**Run 1: cell density map**

17 x 18 tiles, from white (low) to dark blue (high), 0 to 100% covered.
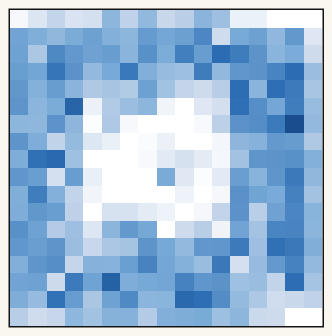
**Run 1: met3 routing**

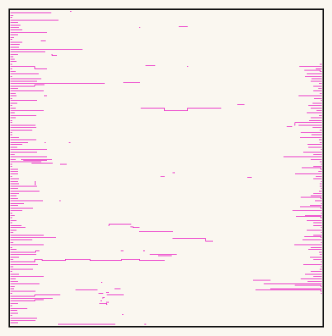
**Run 1: clock network drawn from the DEF**

The bar under the picture is 50 µm long.
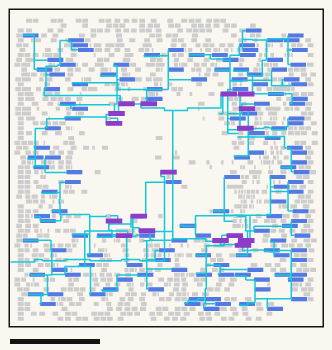
**Run 1: cell placement**

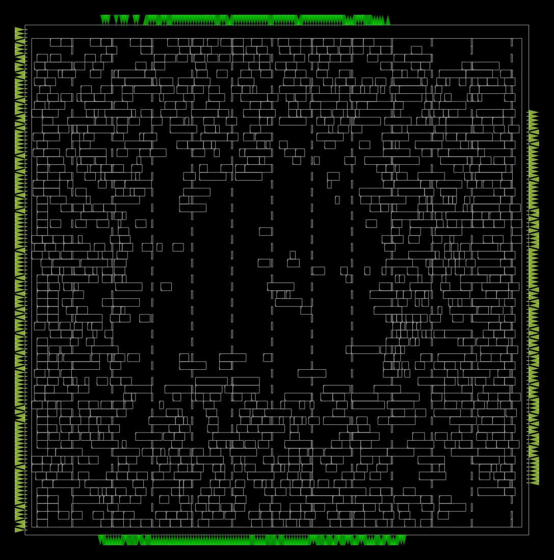
==> config.mk <==
export PLATFORM = sky130hd
export DESIGN_NAME = p4_arbiter
export DESIGN_NICKNAME = d
export VERILOG_FILES = /design/src/rtl/p4_arbiter_pkg.sv /design/src/rtl/p4_rr_arbiter.sv /design/src/rtl/p4_arbiter.sv
export SDC_FILE = /design/constraint.sdc
export NUM_CORES = 1
export LEC_CHECK = 0
export CAP_MARGIN = 20
export CORE_AREA = 2 2 172 174
export DETAILED_ROUTE_END_ITERATION = 8
export DIE_AREA = 0 0 174 176
export GPL_TIMING_DRIVEN = 0
export PLACE_DENSITY = 0.6
export SETUP_SLACK_MARGIN = 0.02
export SYNTH_ARGS = -nofsm -noshare
export SYNTH_HDL_FRONTEND = slang
export SYNTH_SLANG_ARGS = --single-unit
==> constraint.sdc <==
create_clock -name clk -period 2.95 [get_ports clk]
set_input_delay 0.59 -clock clk [delete_from_list [all_inputs] [get_ports clk]]
set_output_delay 0.59 -clock clk [all_outputs]
set_load 0.005 [all_outputs]
==> impl_metrics.env, run 1 <==
# yosys + openroad results
export IMPL_status="finished clean"
export IMPL_die_x_um=174
export IMPL_power_switching_mw=4.00
export IMPL_finalCritPeriodShare_pct=94.6
export IMPL_gr_total_overflow=0
export IMPL_first_pass_iters=4
export IMPL_ant_nets=0
export IMPL_xor_area_share_pct=3.75
export IMPL_crit_top_cell="clkdlybuf4s50_1"
export IMPL_startpoint_type="input port"
export IMPL_post_cts_setup_buffers=0
export IMPL_cp_buffers_inverters=2
export IMPL_final_max_slew_viol_count=0
export IMPL_grt_pass1_vias=7356
export IMPL_worst_pin_slew_ns=0.651
export IMPL_finalHoldViolCount=0
export IMPL_most_common_cell="dfrtp_1"
export IMPL_yosysWarnings=0
export IMPL_ys_seq_elements=137
export IMPL_ys_cells=618
export IMPL_clkSinkCount=137
export IMPL_critical_path_slowest_cell="clkdlybuf4s50_1"
export IMPL_synth_chip_area_um2=7250
export IMPL_r2r_setup_slack_ns=0.58
export IMPL_maxCapViolations=0
export IMPL_synth_edff_count=0
export IMPL_met3_usage_pct=5.75
export IMPL_p_sw_share_pct=36.1
export IMPL_dp_slack_ns=-0.0507
export IMPL_via_per_inst=4.69
export IMPL_syn_area_um2=7250
export IMPL_slowest_delay_ns=0.57
export IMPL_fin_hold_ws_ns=0.168
export IMPL_arrival_ns=2.20
About 'cell density map':
nearly empty tiles = 9.2%
fullest tile = 89%
mean over tiles = 40%
emptiest ninth of the die = center
total core area: 28500 µm²
post-layout util: 44.6%
Pre-Place Util: 25.4%

About 'met3 routing':
wire length on this layer = 2050 µm
main direction = horizontal
via count: 6915
final wirelength: 30.6 mm

About 'clock network drawn from the DEF':
cyan -> clock wires  # length 2340 µm
purple -> clock drivers  # count 17
blue -> flip-flops  # count 137
flops lie = spread over the die
Insertion Delay late pin: 0.42 ns
part of the power in the clock network: 20.7%
Fin Clk Skew: 0.0110 ns

About 'cell placement':
Flops: 137
Fillers: 2752
site row count: 62
sequential share of cell area: 26.9%
final cell count without fillers: 1473

-- run 1: cell type report --
type / count / area, µm² / area share (%)
Antenna cell: 2 / 5.00 / 0.0393
Buffer: 51 / 368 / 2.89
Clock buffer: 17 / 425 / 3.34
Clock inverter: 14 / 188 / 1.47
Inverter: 4 / 16.3 / 0.128
Multi-Input combinational cell: 426 / 3430 / 26.9
Sequential cell: 137 / 3430 / 26.9
Tap cell: 384 / 480 / 3.77
Timing Repair Buffer: 438 / 4400 / 34.5
-- run 1: power groups by stage --
stage / Clock, mW / Combinational, mW / Sequential, mW
3_3_place_gp: 0 / 5.75 / 3.11
2_1_floorplan: 0 / 2.81 / 3.13
5_1_grt: 2.45 / 6.16 / 3.21
4_1_cts: 2.37 / 5.81 / 3.11
6_report: 2.30 / 5.69 / 3.10
3_5_place_dp: 0 / 5.78 / 3.13
-- run 1: repair_timing --
item | 4_1_cts | 5_1_grt
gates resized | 1 | 0
endpoints found under the setup margin | 1 | 0
hold buffers | 0 | 0
-- run 1: per-stage QoR --
step | setup TNS, ns | std cells
floorplan | 0 | 618
global placement | -646.24 | 1439
detailed placement | -0.0940 | 1440
CTS | 0 | 1471
global route | 0 | 1473
finish | 0 | 1473
-- run 1: logic make-up (layout without fill, tap and decap cells) --
group / count (synthesis) / after routing
AND-OR/OR-AND: 144 / 144
XOR/XNOR: 31 / 31
adder cells (fa/ha/maj): 1 / 1
buffers and inverters: 55 / 524
flip-flops: 137 / 137
multiplexers: 100 / 100
other: 0 / 2
AND/OR/NAND/NOR: 150 / 150
-- run 1: metal layers --
metal | part of all wire, % | wire, µm
met4 | 1.4 | 429
met5 | 0.042 | 13
met2 | 52 | 15800
met3 | 6.7 | 2050
met1 | 40 | 12300
==> run 1 -> run 2 <==
--- a/config.mk
+++ b/config.mk
@@ -5,7 +5,7 @@
 export SDC_FILE = /design/constraint.sdc
 export NUM_CORES = 1
 export LEC_CHECK = 0
-export CAP_MARGIN = 20
+export CAP_MARGIN = 5
 export CORE_AREA = 2 2 172 174
 export DETAILED_ROUTE_END_ITERATION = 8
 export DIE_AREA = 0 0 174 176
**Run 2: cell density map**

17 x 18 tiles, from white (low) to dark blue (high), 0 to 100% covered.
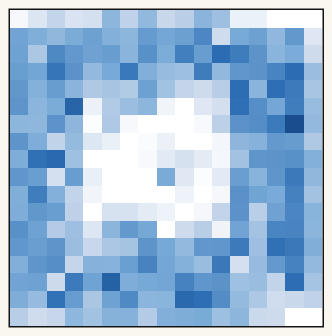
nearly empty tiles = 9.2%
fullest tile = 89%
emptiest ninth of the die = center
mean over tiles = 40%
tiles over 75% full = 3.3%

==> impl_metrics.env, run 2 <==
# yosys + openroad results
export IMPL_power_group_top="combinational logic"
export IMPL_first_pass_iters=4
export IMPL_power_combinational_mw=5.69
export IMPL_startpoint_type="input port"
export IMPL_skew_ns=0.0110
export IMPL_grt_pass1_vias=7356
export IMPL_p_sw_share_pct=36.1
export IMPL_core_um2=28500
export IMPL_dp_cells=1440
export IMPL_yosysWarnings=0
export IMPL_final_max_slew_viol_count=0
export IMPL_crit_top_cell="clkdlybuf4s50_1"
export IMPL_synth_edff_count=0
export IMPL_status="finished clean"
export IMPL_ys_cells=618
export IMPL_clkSinkCount=137
export IMPL_finalHoldViolCount=0
export IMPL_worst_pin_slew_ns=0.651
export IMPL_clkPwrFrac_pct=20.7
export IMPL_via_count=6915
**Run 2: pin placement**

Pins as bars across the die edge, other pins in gray.
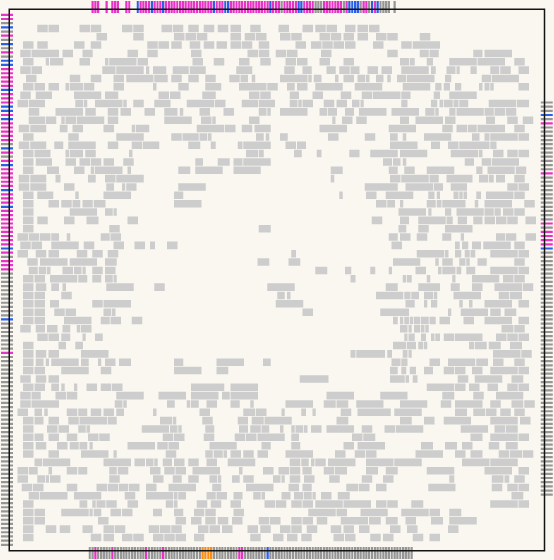
orange -> `req_cin`  # pins 4, direction input, edge bottom
blue -> `add_b`  # pins 32, direction output, edge 15 top, 14 left, 2 right, 1 bottom
magenta -> `req_b`  # pins 128, direction input, edge 73 top, 42 left, 7 right, 6 bottom
all pins by edge = 128 left, 115 bottom, 100 top, 95 right
Die W: 174 µm
port bufs: 437
Die Y: 176 µm

==> run 2: layout make-up <==
cell class	count	area, µm²
fill	2752	15800
timing repair buffer	438	4400
sequential	137	3430
multi-input combinational	426	3430
tap	384	480
clock buffer	17	425
buffer	51	368
clock inverter	14	188
inverter	4	16.3
antenna	2	5.00
==> run 2: metal layers <==
layer / vias up / part of all wire (%) / track usage, %
met5: - / 0.042 / 0
met4: 2 / 1.4 / 4.34
met3: 26 / 6.7 / 5.75
met2: 288 / 52 / 35.2
met1: 3333 / 40 / 23.2
li1: 3266 / - / -
==> run 2: stage by stage <==
step           hold WS (ns)  worst slack, ns  TNS (ns)  cell area, µm²
2_1_floorplan         0.294             1.11         0            7250
3_3_place_gp          0.462            -4.76   -646.24           12100
3_5_place_dp          0.472          -0.0507   -0.0940           12100
4_1_cts               0.176            0.164         0           12700
5_1_grt               0.196           0.0262         0           12700
6_report              0.168            0.160         0           12700
==> run 2: worst reg2reg max path, stage by stage, from the launching register on <==
cell and delay, ns:
dfstp_2 0.51, buf_2 0.19, inv_2 0.11, o21ai_1 0.10, nor3b_2 0.31, buf_6 0.17
buf_6 0.19, buf_6 0.21, mux2i_1 0.34, o211ai_1 0.12
==> run 2: logic make-up after synthesis <==
family | after synthesis
AND-OR/OR-AND | 144
adder cells (fa/ha/maj) | 1
multiplexers | 100
buffers and inverters | 55
AND/OR/NAND/NOR | 150
XOR/XNOR | 31
flip-flops | 137
==> run 2: timing repair <==
item / in CTS / in global routing
resized: 1 / 0
setup buffers: 0 / 0
setup endpoints to repair: 1 / 0
No activity file was given, so power comes from the tool's default toggle rates.
